$ cat config.mk
export PLATFORM = sky130hd
export DESIGN_NAME = selector_dw_pipe_flat
export DESIGN_NICKNAME = d
export VERILOG_FILES = /design/src/rtl/selector_dw_pipe_pkg.sv /design/src/rtl/selector_dw_pipe_if.sv /design/src/rtl/selector_dw_pipe_skid.sv /design/src/rtl/selector_dw_pipe.sv /design/src/flat_wrapper.sv
export SDC_FILE = /design/constraint.sdc
export NUM_CORES = 1
export LEC_CHECK = 0
export CORE_AREA = 3 3 72 74
export DETAILED_ROUTE_END_ITERATION = 16
export DIE_AREA = 0 0 75 77
export PLACE_DENSITY = 0.68
export SYNTH_ARGS = -nofsm -noshare
export SYNTH_HDL_FRONTEND = slang
export SYNTH_HIERARCHICAL = 1
export SYNTH_SLANG_ARGS = --single-unit
$ cat constraint.sdc
create_clock -name i_clk -period 4.1 [get_ports i_clk]
set_input_delay 0.82 -clock i_clk [delete_from_list [all_inputs] [get_ports i_clk]]
set_output_delay 0.82 -clock i_clk [all_outputs]
set_load 0.05 [all_outputs]
$ cat src/rtl/selector_dw_pipe_pkg.sv
// Shared constants and types for the write-back selector pipeline.
package micro_pkg;

  localparam int SEL_R0    = 0;
  localparam int SEL_DATO  = 1;
  localparam int SEL_NUM   = 2;
  localparam int SEL_DIR   = 3;
  localparam int SEL_RY    = 4;
  localparam int ERR_CNT_W = 8;

  typedef enum logic [1:0] {
    EMPTY = 2'd0,
    ONE   = 2'd1,
    TWO   = 2'd2
  } state_e;

  // Counter increment that sticks at all-ones instead of wrapping.
  function automatic logic [ERR_CNT_W-1:0] sat_inc(input logic [ERR_CNT_W-1:0] v);
    return (&v) ? v : v + 1'b1;
  endfunction

endpackage

$ cat src/rtl/selector_dw_pipe_if.sv
// Handshake and data bus between the operand sources and the write-back stage.
interface selector_dw_pipe_if
  import micro_pkg::*;
#(
  parameter int WIDTH = 8,
  parameter int N_SRC = 5
);
  localparam int SEL_W = $clog2(N_SRC);

  logic [SEL_W-1:0]       i_sel;
  logic [N_SRC*WIDTH-1:0] i_src;
  logic                   i_valid;
  logic                   o_ready;
  logic [WIDTH-1:0]       o_dw;
  logic                   o_valid;
  logic                   i_ready;
  logic                   o_sel_err;
  logic [ERR_CNT_W-1:0]   o_err_cnt;

  modport master (
    output i_sel, i_src, i_valid, i_ready,
    input  o_ready, o_dw, o_valid, o_sel_err, o_err_cnt
  );

  modport slave (
    input  i_sel, i_src, i_valid, i_ready,
    output o_ready, o_dw, o_valid, o_sel_err, o_err_cnt
  );

endinterface

$ cat src/rtl/selector_dw_pipe_skid.sv
// Generic two-entry valid/ready buffer; main entry drives the output, skid absorbs one stall.
module skid_buffer_2
  import micro_pkg::*;
#(
  parameter int DW = 9
) (
  input  logic          clk_i,
  input  logic          rst_ni,
  input  logic [DW-1:0] data_i,
  input  logic          valid_i,
  output logic          ready_o,
  output logic [DW-1:0] data_o,
  output logic          valid_o,
  input  logic          ready_i
);

  state_e        state_q;
  logic [DW-1:0] main_q;
  logic [DW-1:0] skid_q;
  logic          valid_q;
  logic          ready_q;

  always_ff @(posedge clk_i) begin
    if (!rst_ni) begin
      state_q <= EMPTY;
      main_q  <= '0;
      skid_q  <= '0;
      valid_q <= 1'b0;
      ready_q <= 1'b1;
    end else begin
      case (state_q)
        EMPTY: begin
          if (valid_i) begin
            main_q  <= data_i;
            state_q <= ONE;
            valid_q <= 1'b1;
            ready_q <= 1'b1;
          end
        end
        ONE: begin
          if (valid_i && ready_i) begin
            main_q <= data_i;
          end else if (valid_i) begin
            skid_q  <= data_i;
            state_q <= TWO;
            ready_q <= 1'b0;
          end else if (ready_i) begin
            state_q <= EMPTY;
            valid_q <= 1'b0;
          end
        end
        TWO: begin
          // Upstream is stalled here, so only the drain side can move.
          if (ready_i) begin
            main_q  <= skid_q;
            state_q <= ONE;
            ready_q <= 1'b1;
          end
        end
        default: begin
          state_q <= EMPTY;
          valid_q <= 1'b0;
          ready_q <= 1'b1;
        end
      endcase
    end
  end

  assign data_o  = main_q;
  assign valid_o = valid_q;
  assign ready_o = ready_q;

endmodule

$ cat src/rtl/selector_dw_pipe.sv
// Write-back word selector: source mux, skid-buffered output stage, saturating error counter.
module selector_dw_pipe
  import micro_pkg::*;
#(
  parameter int WIDTH = 8,
  parameter int N_SRC = 5
) (
  input logic                i_clk,
  input logic                i_rst_n,
  selector_dw_pipe_if.slave  bus
);

  localparam int SEL_W = $clog2(N_SRC);

  logic [N_SRC-1:0]     hit;
  logic [WIDTH-1:0]     masked [N_SRC];
  logic [WIDTH-1:0]     sel_word;
  logic                 sel_err;
  logic                 ready;
  logic                 accept;
  logic [WIDTH:0]       out_data;
  logic [ERR_CNT_W-1:0] err_cnt_q;
  logic [ERR_CNT_W-1:0] err_cnt_d;

  genvar gi;
  generate
    for (gi = 0; gi < N_SRC; gi++) begin : g_src
      assign hit[gi]    = (bus.i_sel == SEL_W'(gi));
      assign masked[gi] = hit[gi] ? bus.i_src[gi*WIDTH +: WIDTH] : '0;
    end
  endgenerate

  // An out-of-range code matches no source, yielding a zero word flagged as error.
  always_comb begin
    sel_word = '0;
    for (int k = 0; k < N_SRC; k++) begin
      sel_word = sel_word | masked[k];
    end
  end

  assign sel_err = ~|hit;
  assign accept  = bus.i_valid && ready;

  skid_buffer_2 #(
    .DW(WIDTH + 1)
  ) u_skid (
    .clk_i   (i_clk),
    .rst_ni  (i_rst_n),
    .data_i  ({sel_err, sel_word}),
    .valid_i (bus.i_valid),
    .ready_o (ready),
    .data_o  (out_data),
    .valid_o (bus.o_valid),
    .ready_i (bus.i_ready)
  );

  assign err_cnt_d = (accept && sel_err) ? sat_inc(err_cnt_q) : err_cnt_q;

  always_ff @(posedge i_clk) begin
    if (!i_rst_n) begin
      err_cnt_q <= '0;
    end else begin
      err_cnt_q <= err_cnt_d;
    end
  end

  assign bus.o_ready   = ready;
  assign bus.o_dw      = out_data[WIDTH-1:0];
  assign bus.o_sel_err = out_data[WIDTH];
  assign bus.o_err_cnt = err_cnt_q;

endmodule

$ cat src/flat_wrapper.sv
// flat-port wrapper written by rule: the top's interface ports become plain ports
module selector_dw_pipe_flat import micro_pkg::*;
#(
  parameter int WIDTH = 8,
  parameter int N_SRC = 5
)
  (i_clk, i_rst_n, bus_i_sel, bus_i_src, bus_i_valid, bus_i_ready, bus_o_ready, bus_o_dw, bus_o_valid, bus_o_sel_err, bus_o_err_cnt);
  selector_dw_pipe_if #(.WIDTH(WIDTH), .N_SRC(N_SRC)) bus_i ();
  input logic i_clk;
  input logic i_rst_n;
  input wire logic [$bits(bus_i.i_sel)-1:0] bus_i_sel;
  input wire logic [$bits(bus_i.i_src)-1:0] bus_i_src;
  input wire logic [$bits(bus_i.i_valid)-1:0] bus_i_valid;
  input wire logic [$bits(bus_i.i_ready)-1:0] bus_i_ready;
  output wire logic [$bits(bus_i.o_ready)-1:0] bus_o_ready;
  output wire logic [$bits(bus_i.o_dw)-1:0] bus_o_dw;
  output wire logic [$bits(bus_i.o_valid)-1:0] bus_o_valid;
  output wire logic [$bits(bus_i.o_sel_err)-1:0] bus_o_sel_err;
  output wire logic [$bits(bus_i.o_err_cnt)-1:0] bus_o_err_cnt;
  assign bus_i.i_sel = bus_i_sel;
  assign bus_i.i_src = bus_i_src;
  assign bus_i.i_valid = bus_i_valid;
  assign bus_i.i_ready = bus_i_ready;
  assign bus_o_ready = bus_i.o_ready;
  assign bus_o_dw = bus_i.o_dw;
  assign bus_o_valid = bus_i.o_valid;
  assign bus_o_sel_err = bus_i.o_sel_err;
  assign bus_o_err_cnt = bus_i.o_err_cnt;
  selector_dw_pipe #(.WIDTH(WIDTH), .N_SRC(N_SRC)) u_core (.i_clk(i_clk), .i_rst_n(i_rst_n), .bus(bus_i));
endmodule
**Run 1: register map, names as in the netlist**

Bar = 20 µm. Other sequential cells in the stronger gray, the rest of the logic in the fainter gray.
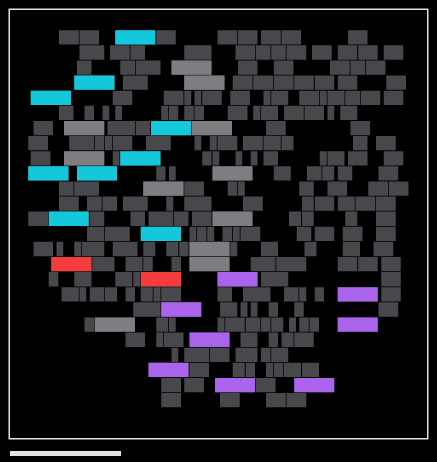
signal	color	flops
u_core/u_skid/state_q	red	2
u_core/bus.o_err_cnt	purple	8
u_core/u_skid/data_o	cyan	9

**Run 1: routed metal, one color a layer**

Bar = 20 µm.
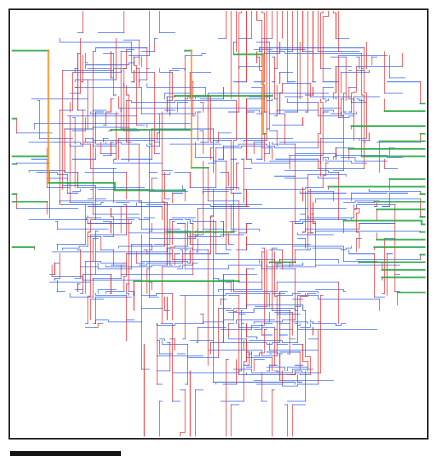
layer	color	wire length
met2	red	2210 µm
met3	green	292 µm
met1	blue	2330 µm
met4	orange	59.2 µm

**Run 1: cell classes on the final placement**

Bar = 20 µm. Fill, decap, tap and diode cells in gray.
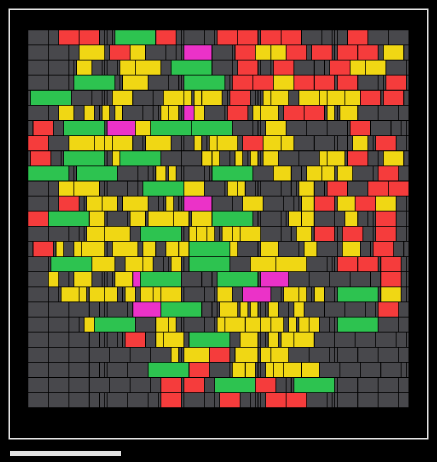
class	color	cells	share of their area
clock drivers and dummy loads	magenta	8	3.7%
other buffers and delay cells	red	65	26%
all other logic	yellow	159	46%
flip-flops	green	30	24%
final core occ: 54.5%
Post-Layout Inst Area: 2540 µm²

run 1: routing by layer:
layer	up-vias	global-route usage (%)	share of wire, %
li1	883	-	-
met1	801	24.5	48
met2	43	24.0	45
met3	7	4.59	6.0
met4	0	7.12	1.2
met5	-	0	0
run 1: sequential cells by signal, summed over array words and instances (netlist names):
name                   flops
u_core/bus.o_err_cnt       8
u_core/u_skid/valid_o      1
u_core/u_skid/data_o       9
u_core/u_skid/skid_q       9
u_core/u_skid/state_q      2
u_core/u_skid/ready_o      1
run 1: power by group:
group          internal [mW]  switching (mW)
Combinational         0.0972           0.112
Sequential             0.306          0.0109
Clock                  0.135           0.110
run 1: worst max-delay path, stage by stage:
cell and delay [ns]:
clkdlybuf4s50_1 0.98, o2111ai_2 0.31, or4_1 0.57, o211a_1 0.14
==> results.json, run 1 <==
{
  "status": "completed",
  "fin_cells": 316,
  "area_share_clock_buf_inv_pct": 3.60,
  "warning_count": 26,
  "synth_adder_area_share_pct": 0.678,
  "most_common_cell": "nand2_1",
  "total_power_uw": 772,
  "nonClockInverterCount": 4,
  "drtPass1Iterations": 4,
  "ys_top_cells_by_area": "dfxtp_1 33%, mux2i_1 10%, nand2_1 6.5%, a211oi_2 6.1%, a211oi_1 4.9%",
  "rr_endpoint": "u_core/u_skid/data_o[0]$_SDFFE_PN0P_",
  "relSlewSlack_pct": 47.6,
  "setup_viol": 0,
  "clock-sinks": 30,
  "grt_pass1_vias": 1599,
  "die.size.y_um": 77,
  "xor_share_pct": 0,
  "fillers": 421,
  "edf_count": 0,
  "htree_levels": 2,
  "synth_top_area_share_pct": 32.5,
  "hpwlAfterDp_um": 3590,
  "min_path_cells": 2,
  "drt_wl_total_um": 4900,
  "ff_count": 30,
  "dp_slack_ns": 1.14,
  "ys_cells": 206,
  "path_clk_slew_ns": 0.07,
  "timing.fmax_mhz": 378,
  "yosysTopAreaCell": "dfxtp_1",
  "leakagePower_nw": 0.949,
  "gp_congestion": 0.825,
  "syn_area_per_cell_um2": 8.96,
  "startpoint_type": "primary input",
  "register_area_um2": 601,
  "dr.first_iter.drc_count": 104,
  "place_area_um2": 2450,
  "r2r_cells": 3,
  "reg2reg_from": "u_core/u_skid/state_q[1]$_SDFFE_PN0P_",
  "num_antenna_cells": 0,
  "die_area_um2": 5780,
  "root_buffer": "clkbuf_8",
  "num-multi-input-gates": 155,
  "nClkBuffers": 7,
  "ys_types": 52,
  "placed_cells": 308,
  "yosys-top-cells-count": "32 x nand2_1, 30 x dfxtp_1, 19 x mux2i_1",
  "grt_pass1_wl_um": 7810,
  "hold_path.class": "flop to flop",
  "max-cap-violations": 0,
  "cp_max_fo": 20,
  "fin_crit_ns": 2.64,
  "fp_util_pct": 39.6,
  "insertion_delay_ns": 0.28,
  "cts_tree": "built",
  "whs_ns": 0.455,
  "worst_setup_path_end_kind": "flop",
  "ir_drop_mv": 0.190,
  "ctsHoldBuffers": 0,
  "simple_gate_share_pct": 19.8,
  "ctsResizeCount": 0,
  "gr-total-overflow": 0,
  "syn_area_um2": 1850,
  "core_area_um2": 4660,
  "comb_area_share_pct": 43.9,
  "tapCellCount": 54,
  "crit_type": "primary input to flop",
  "cp.required_ns": 4.28,
  "antenna_found_initial": 0,
  "synth.cellmix.compoundShare_pct": 28.4,
  "wl_per_cell_um": 15.5,
  "cts_buffer_depth": 2,
  "syn_inst": 206,
  "finalHoldViolations": 0,
  "hold-path-endpoint": "u_core/u_skid/skid_q[7]$_SDFFE_PN0P_",
  "endpoint": "u_core/bus.o_err_cnt[7]$_SDFFE_PN0P_",
  "num-nonclk-buffers": 65,
  "cp.arrival_ns": 2.82,
  "lay_top_count": "clkdlybuf4s50_1",
  "ioPinCount": 66,
  "dominant_cells": "logic gates",
  "fin_nets": 309,
  "vias_per_cell": 5.49,
  "io_buffers": 65,
  "ys_area_um2": 1850,
  "hp-start": "u_core/u_skid/skid_q[7]$_SDFFE_PN0P_",
  "finalCritPeriodShare_pct": 64.5,
  "ys_seq_share_pct": 32.5,
  "netlist_logic_family_top": "AND-OR/OR-AND gates",
  "async_flop_share_pct": 0,
  "fp.dieW_um": 75,
  "synth_warnings": 6,
  "grt_usage_pct": 17.2,
  "drive_gt1_share_pct": 9.16,
  "setup_tns_ns": 0,
  "postRouteAntennaNets": 0,
  "num_vias": 1734,
  "maxSlewViolCount": 0,
  "synth_nets": 254,
  "area_growth_pct": 37.6,
  "drc": 0,
  "buffer_area_share_pct": 25.6,
  "skew_ns": 0.00749,
  "ys_sh_mux_pct": 11.5,
  "cp-startpoint": "bus_i_sel[2]",
  "rows": 25,
  "worstMarginPinSlew_ns": 0.784,
  "ff_type": "dfxtp_1",
  "fin_ws_ns": 1.46,
  "powerDensity_nw_per_um2": 304,
  "grt_max_degree": 21,
  "ff2ff_setup_slack_ns": 2.46,
  "numCtsBuffers": 5,
  "seq-cell-share_pct": 23.6,
  "synth_flops": 30,
  "lay_top_cells": "65 x clkdlybuf4s50_1, 32 x nand2_1, 30 x dfxtp_1",
  "rsz0062_at_grt": "no",
  "post_cts_buffers": 0,
  "multi_input_comb_area_um2": 1110
}
**Run 1: gate-type map**

Bar = 20 µm.
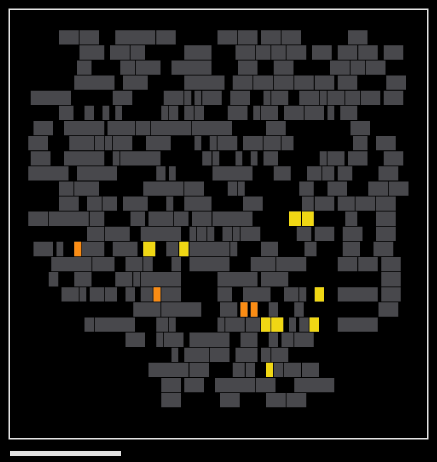

==> inputs of run 2 (changes only) <==
Settings changed: PLACE_DENSITY 0.68 to 0.7.
Clock period 4.1 ns to 2.15 ns, I/O delays scaled along.
**Run 2: gate-type map**

Bar = 20 µm.
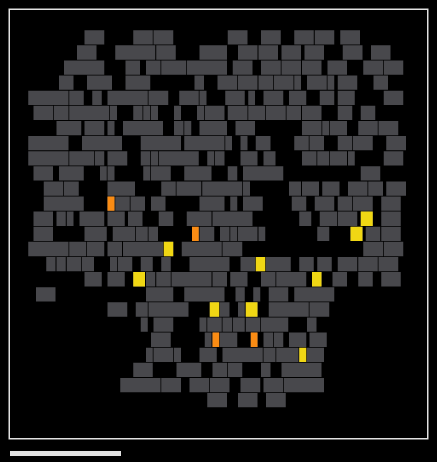
family	color	cells	most used
NOR gates	yellow	9	nor3_1
inverters	orange	4	inv_1

**Run 2: register map, names as in the netlist**

Bar = 20 µm. Other sequential cells in the stronger gray, the rest of the logic in the fainter gray.
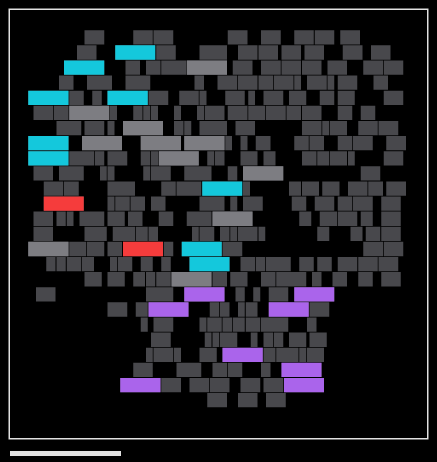
signal	color	flops
u_core/u_skid/data_o	cyan	9
u_core/bus.o_err_cnt	purple	8
u_core/u_skid/state_q	red	2
not colored	11
final core occ: 57.4%
flop share of the area: 22.5%
Reg area: 601 µm²
seq pwr: 606 µW

==> results.json, run 2 <==
{
  "status": "completed",
  "ys_cells": 206,
  "ff2ff_setup_slack_ns": 0.54,
  "synth_adder_area_share_pct": 0.678,
  "finalHoldViolations": 0,
  "p_seq_share_pct": 40.4,
  "async_flop_share_pct": 0,
  "syn_inst": 206,
  "p_int_mw": 1.05,
  "startpoint_type": "flop",
  "io_buffers": 65,
  "ioPinCount": 66,
  "setup_viol": 0,
  "placed_cells": 326,
  "insertion_delay_ns": 0.29,
  "ys_seq_share_pct": 32.5,
  "ys_sh_mux_pct": 11.5,
  "grt_max_degree": 21,
  "fp_util_pct": 39.6,
  "crit_type": "flop to primary output",
  "reg2reg_from": "u_core/u_skid/state_q[1]$_SDFFE_PN0P_",
  "hp-start": "u_core/u_skid/skid_q[4]$_SDFFE_PN0P_",
  "dp_slack_ns": -0.0698,
  "syn_area_um2": 1850,
  "postRouteAntennaNets": 0,
  "combPwrFrac_pct": 28.0,
  "ys_area_um2": 1850,
  "gp_congestion": 0.818,
  "grt_pass1_vias": 1618,
  "edf_count": 0,
  "most_common_cell": "nand2_1",
  "worst_setup_path_end_kind": "primary output",
  "synth_nets": 254,
  "whs_ns": 0.454,
  "relSlewSlack_pct": 66.7,
  "setup_tns_ns": 0,
  "die_area_um2": 5780,
  "drt_wl_total_um": 5010,
  "worstMarginPinSlew_ns": 0.497,
  "syn_area_per_cell_um2": 8.96,
  "switching_share_pct": 30.3,
  "die.size.y_um": 77,
  "r2r_cells": 3,
  "powerDensity_nw_per_um2": 561,
  "rsz0062_at_grt": "no",
  "total_power_mw": 1.50,
  "top_power_group": "sequential cells",
  "p_sw_uw": 455,
  "synth_warnings": 6,
  "numCtsBuffers": 5,
  "hold_path.class": "flop to flop",
  "drive_gt1_share_pct": 15.0,
  "powerClk_uw": 474,
  "cp.arrival_ns": 1.58,
  "warning_count": 26,
  "num_vias": 1781,
  "cp-startpoint": "u_core/bus.o_err_cnt[4]$_SDFFE_PN0P_",
  "power.combinational.total_uw": 420,
  "core_area_um2": 4660,
  "worstSetupPathDepth": 1,
  "htree_levels": 2,
  "ir_drop_mv": 0.442,
  "rr_endpoint": "u_core/u_skid/data_o[2]$_SDFFE_PN0P_",
  "cts_tree": "built",
  "stdcell_area_um2": 2680,
  "maxSlewViolCount": 0,
  "lay_top_cells": "65 x clkdlybuf4s50_1, 32 x nand2_1, 30 x dfxtp_1",
  "fin_cells": 334,
  "area_growth_pct": 44.9,
  "skew_ns": 0.00516,
  "crit_path_max_incr_delay_ns": 0.85,
  "drtPass1Iterations": 4,
  "netlist_logic_family_top": "AND-OR/OR-AND gates",
  "leakagePower_nw": 1.04,
  "root_buffer": "clkbuf_8",
  "wl_per_cell_um": 15.0,
  "dr.first_iter.drc_count": 98,
  "grt_usage_pct": 17.8,
  "antenna_found_initial": 0,
  "lay_top_count": "clkdlybuf4s50_1",
  "fin_crit_ns": 2.01,
  "xor_share_pct": 0,
  "endpoint": "bus_o_err_cnt[4]",
  "post_cts_buffers": 0,
  "timing.fmax_mhz": 497,
  "vias_per_cell": 5.33,
  "grt_pass1_wl_um": 7980,
  "max-cap-violations": 0,
  "fp.dieW_um": 75,
  "path_clk_slew_ns": 0.06,
  "cpMaxStageDelayCell": "clkdlybuf4s50_1",
  "clock-sinks": 30,
  "yosysTopAreaCell": "dfxtp_1",
  "num_antenna_cells": 0,
  "gr-total-overflow": 0,
  "place_area_um2": 2580,
  "p_clk_share_pct": 31.6,
  "ys_types": 52,
  "cp.required_ns": 1.72,
  "path_delay_family": "buffers and inverters",
  "hold-path-endpoint": "u_core/u_skid/skid_q[4]$_SDFFE_PN0P_",
  "rows": 25,
  "cp_num_buf_inv": 1,
  "synth_flops": 30,
  "ff_type": "dfxtp_1"
}
-- run 2: cell count changes in the layout (fill, tap and decap cells not counted) --
cell / delta
buf_4: +18
-- run 2: layout make-up --
class,count,area (µm²)
clock buffers,7,86.3
flip-flops and latches,30,601
clock inverters,1,5.00
repair buffers,83,786
fillers,427,1990
multi-input cells,155,1110
inverters,4,15.0
well taps,54,67.6
-- run 2: routing by layer --
metal / global-route usage (%) / up-vias / wire (µm)
li1: - / 922 / -
met1: 25.5 / 814 / 2460
met2: 25.5 / 41 / 2260
met3: 3.80 / 4 / 248
met4: 6.76 / 0 / 46
met5: 0 / - / 0
**Run 2: routed metal, one color a layer**

Bar = 20 µm.
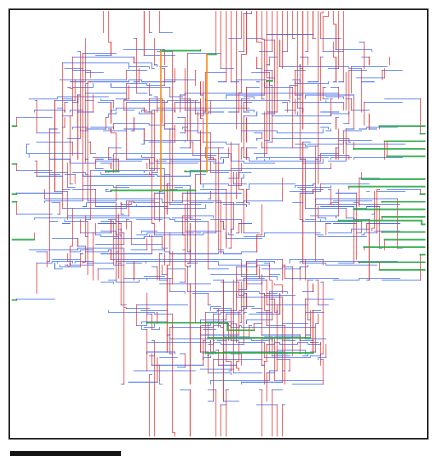

==> inputs of run 3 (changes only) <==
Settings changed: CORE_AREA 3 3 72 74 to 3 3 71 73, DIE_AREA 0 0 75 77 to 0 0 74 76, PLACE_DENSITY 0.7 to 0.71, SYNTH_HIERARCHICAL 1 to unset.
**Run 3: routed metal, one color a layer**

Bar = 20 µm.
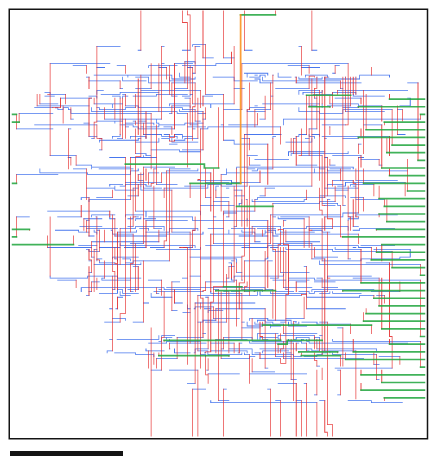
layer	color	wire length
met1	blue	2440 µm
met2	red	2060 µm
met4	orange	29.9 µm
met3	green	473 µm
WL final: 5000 µm
WL per Instance: 15.4 µm

==> results.json, run 3 <==
{
  "status": "completed",
  "ys_seq_share_pct": 33.5,
  "die.size.y_um": 76,
  "grt_max_degree": 36,
  "cp_max_fo": 8,
  "ff_type": "dfxtp_1",
  "tapCellCount": 52,
  "cpMaxStageDelayCell": "clkdlybuf4s50_1",
  "hold-path-endpoint": "u_core.u_skid.data_o[5]$_SDFFE_PN0P_",
  "num-nonclk-buffers": 78,
  "grt_use_met2_pct": 25.4,
  "syn_area_per_cell_um2": 8.83,
  "lay_top_cells": "65 x clkdlybuf4s50_1, 30 x dfxtp_1, 20 x a21oi_1",
  "cp.arrival_ns": 1.66,
  "hpwlAfterDp_um": 3730,
  "endpoint": "bus_o_err_cnt[7]",
  "numCtsBuffers": 5,
  "htree_levels": 2,
  "cp-startpoint": "u_core.bus.o_err_cnt[7]$_SDFFE_PN0P_",
  "path_delay_family": "buffers and inverters",
  "core_area_um2": 4410,
  "stdcell_area_um2": 2620,
  "grt_pass1_wl_um": 7830,
  "total_power_mw": 1.38,
  "ioPinCount": 66,
  "grt_use_met1_pct": 24.5,
  "grt_pass1_vias": 1678,
  "ys_top_cells_by_area": "dfxtp_1 34%, nand3b_1 6.7%, a221o_1 6.1%, a21oi_1 5.6%, mux2i_1 4.5%",
  "nonClockInverterCount": 5,
  "rr_endpoint": "u_core.u_skid.data_o[7]$_SDFFE_PN0P_",
  "postRouteAntennaNets": 0,
  "seq-cell-share_pct": 22.9,
  "gr-total-overflow": 0,
  "die_area_um2": 5620,
  "post_cts_buffers": 0,
  "ff2ff_setup_slack_ns": 0.47,
  "register_area_um2": 601,
  "top_power_group": "sequential cells",
  "most_common_cell": "dfxtp_1",
  "crit_chain": "clkdlybuf4s50_1",
  "synth_nets": 251,
  "min_path_cells": 1,
  "path_clk_slew_ns": 0.06,
  "p_seq_uw": 597,
  "worstMarginPinSlew_ns": 0.590,
  "place_area_um2": 2540,
  "ys_cells": 203,
  "leakagePower_nw": 0.974,
  "dominant_cells": "logic gates",
  "num_antenna_cells": 0,
  "ctsHoldBuffers": 0,
  "fin_nets": 320,
  "rsz0062_at_grt": "no",
  "maxSlewViolCount": 0,
  "clock-sinks": 30,
  "hp-start": "u_core.u_skid.data_o[5]$_SDFFE_PN0P_",
  "num-multi-input-gates": 152,
  "cp_num_buf_inv": 1,
  "placed_cells": 317,
  "yosysTopAreaCell": "dfxtp_1",
  "insertion_delay_ns": 0.27,
  "ys_area_um2": 1790,
  "powerDensity_nw_per_um2": 527,
  "drive_gt1_share_pct": 10.7,
  "syn_area_um2": 1790,
  "synth_warnings": 0,
  "root_buffer": "clkbuf_8",
  "buffer_area_share_pct": 29.5,
  "synth_flops": 30,
  "crit_path_max_incr_delay_ns": 0.87,
  "finalCritPeriodShare_pct": 97.2,
  "relSlewSlack_pct": 60.4,
  "timing.fmax_mhz": 479,
  "warning_count": 26,
  "global_route.peak_usage_layer": "met2",
  "area_share_clock_buf_inv_pct": 3.01,
  "m1WireLength_um": 2440,
  "cts_buffer_depth": 2,
  "yosys-top-cells-count": "30 x dfxtp_1, 20 x a21oi_1, 16 x nand3b_1",
  "dp_slack_ns": -0.0971,
  "nClkBuffers": 5,
  "switching_share_pct": 28.7,
  "crit_type": "flop to primary output",
  "num_vias": 1813,
  "synth_top_area_share_pct": 33.5,
  "ys_types": 41,
  "p_clk_share_pct": 30.3,
  "drtPass1Iterations": 6,
  "reg2reg_from": "u_core.u_skid.state_q[0]$_SDFFE_PN0P_",
  "fin_crit_ns": 2.09,
  "powerClk_uw": 418,
  "antenna_found_initial": 0,
  "gp_congestion": 0.774,
  "fp.dieW_um": 74,
  "io_buffers": 65,
  "ff_count": 30,
  "grt_usage_pct": 17.2,
  "fillers": 385,
  "p_seq_share_pct": 43.3,
  "cp.required_ns": 1.72,
  "drc": 0,
  "hold_path.class": "flop to flop",
  "wl_met3_um": 472,
  "whs_ns": 0.491,
  "finalHoldViolations": 0,
  "p_int_uw": 984,
  "rows": 24,
  "p_sw_uw": 396,
  "syn_inst": 203,
  "setup_viol": 0
}
**Run 3: gate-type map**

Bar = 20 µm.
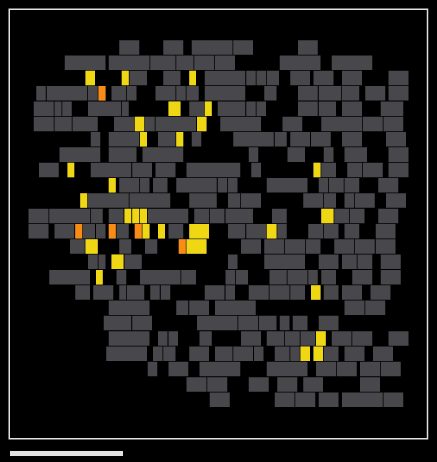
Comb/total area: 41.4%
highest-count logic cell in the final layout: clkdlybuf4s50_1
Post-Layout Cell Count: 324

==> run 3: netlist changes by cell type after synthesis, moves of 6 or more <==
cell      previous run  this run
nand3b_1             1        16
a211oi_1            12         2
nand2_1             32         4
o221ai_1             6         0
a221o_1              0        11
and3_1               1         9
a211oi_2             9         1
a22oi_1              8         0
mux2i_1             19         8
o21ai_0              3         9
nor2_1               1        15
==> run 3: kinds of logic (layout without fill, tap and decap cells) <==
logic type	after synthesis	in the layout	synth area share, %
AND-OR/OR-AND	68	68	29.5
buffers and inverters	21	90	6.01
multiplexers	11	11	6.35
XOR/XNOR	3	3	1.47
adder cells (fa/ha/maj)	1	1	0.698
AND/OR/NAND/NOR	69	69	22.5
flip-flops	30	30	33.5
Power figures rest on the tool's default switching activity, not on a simulated workload.
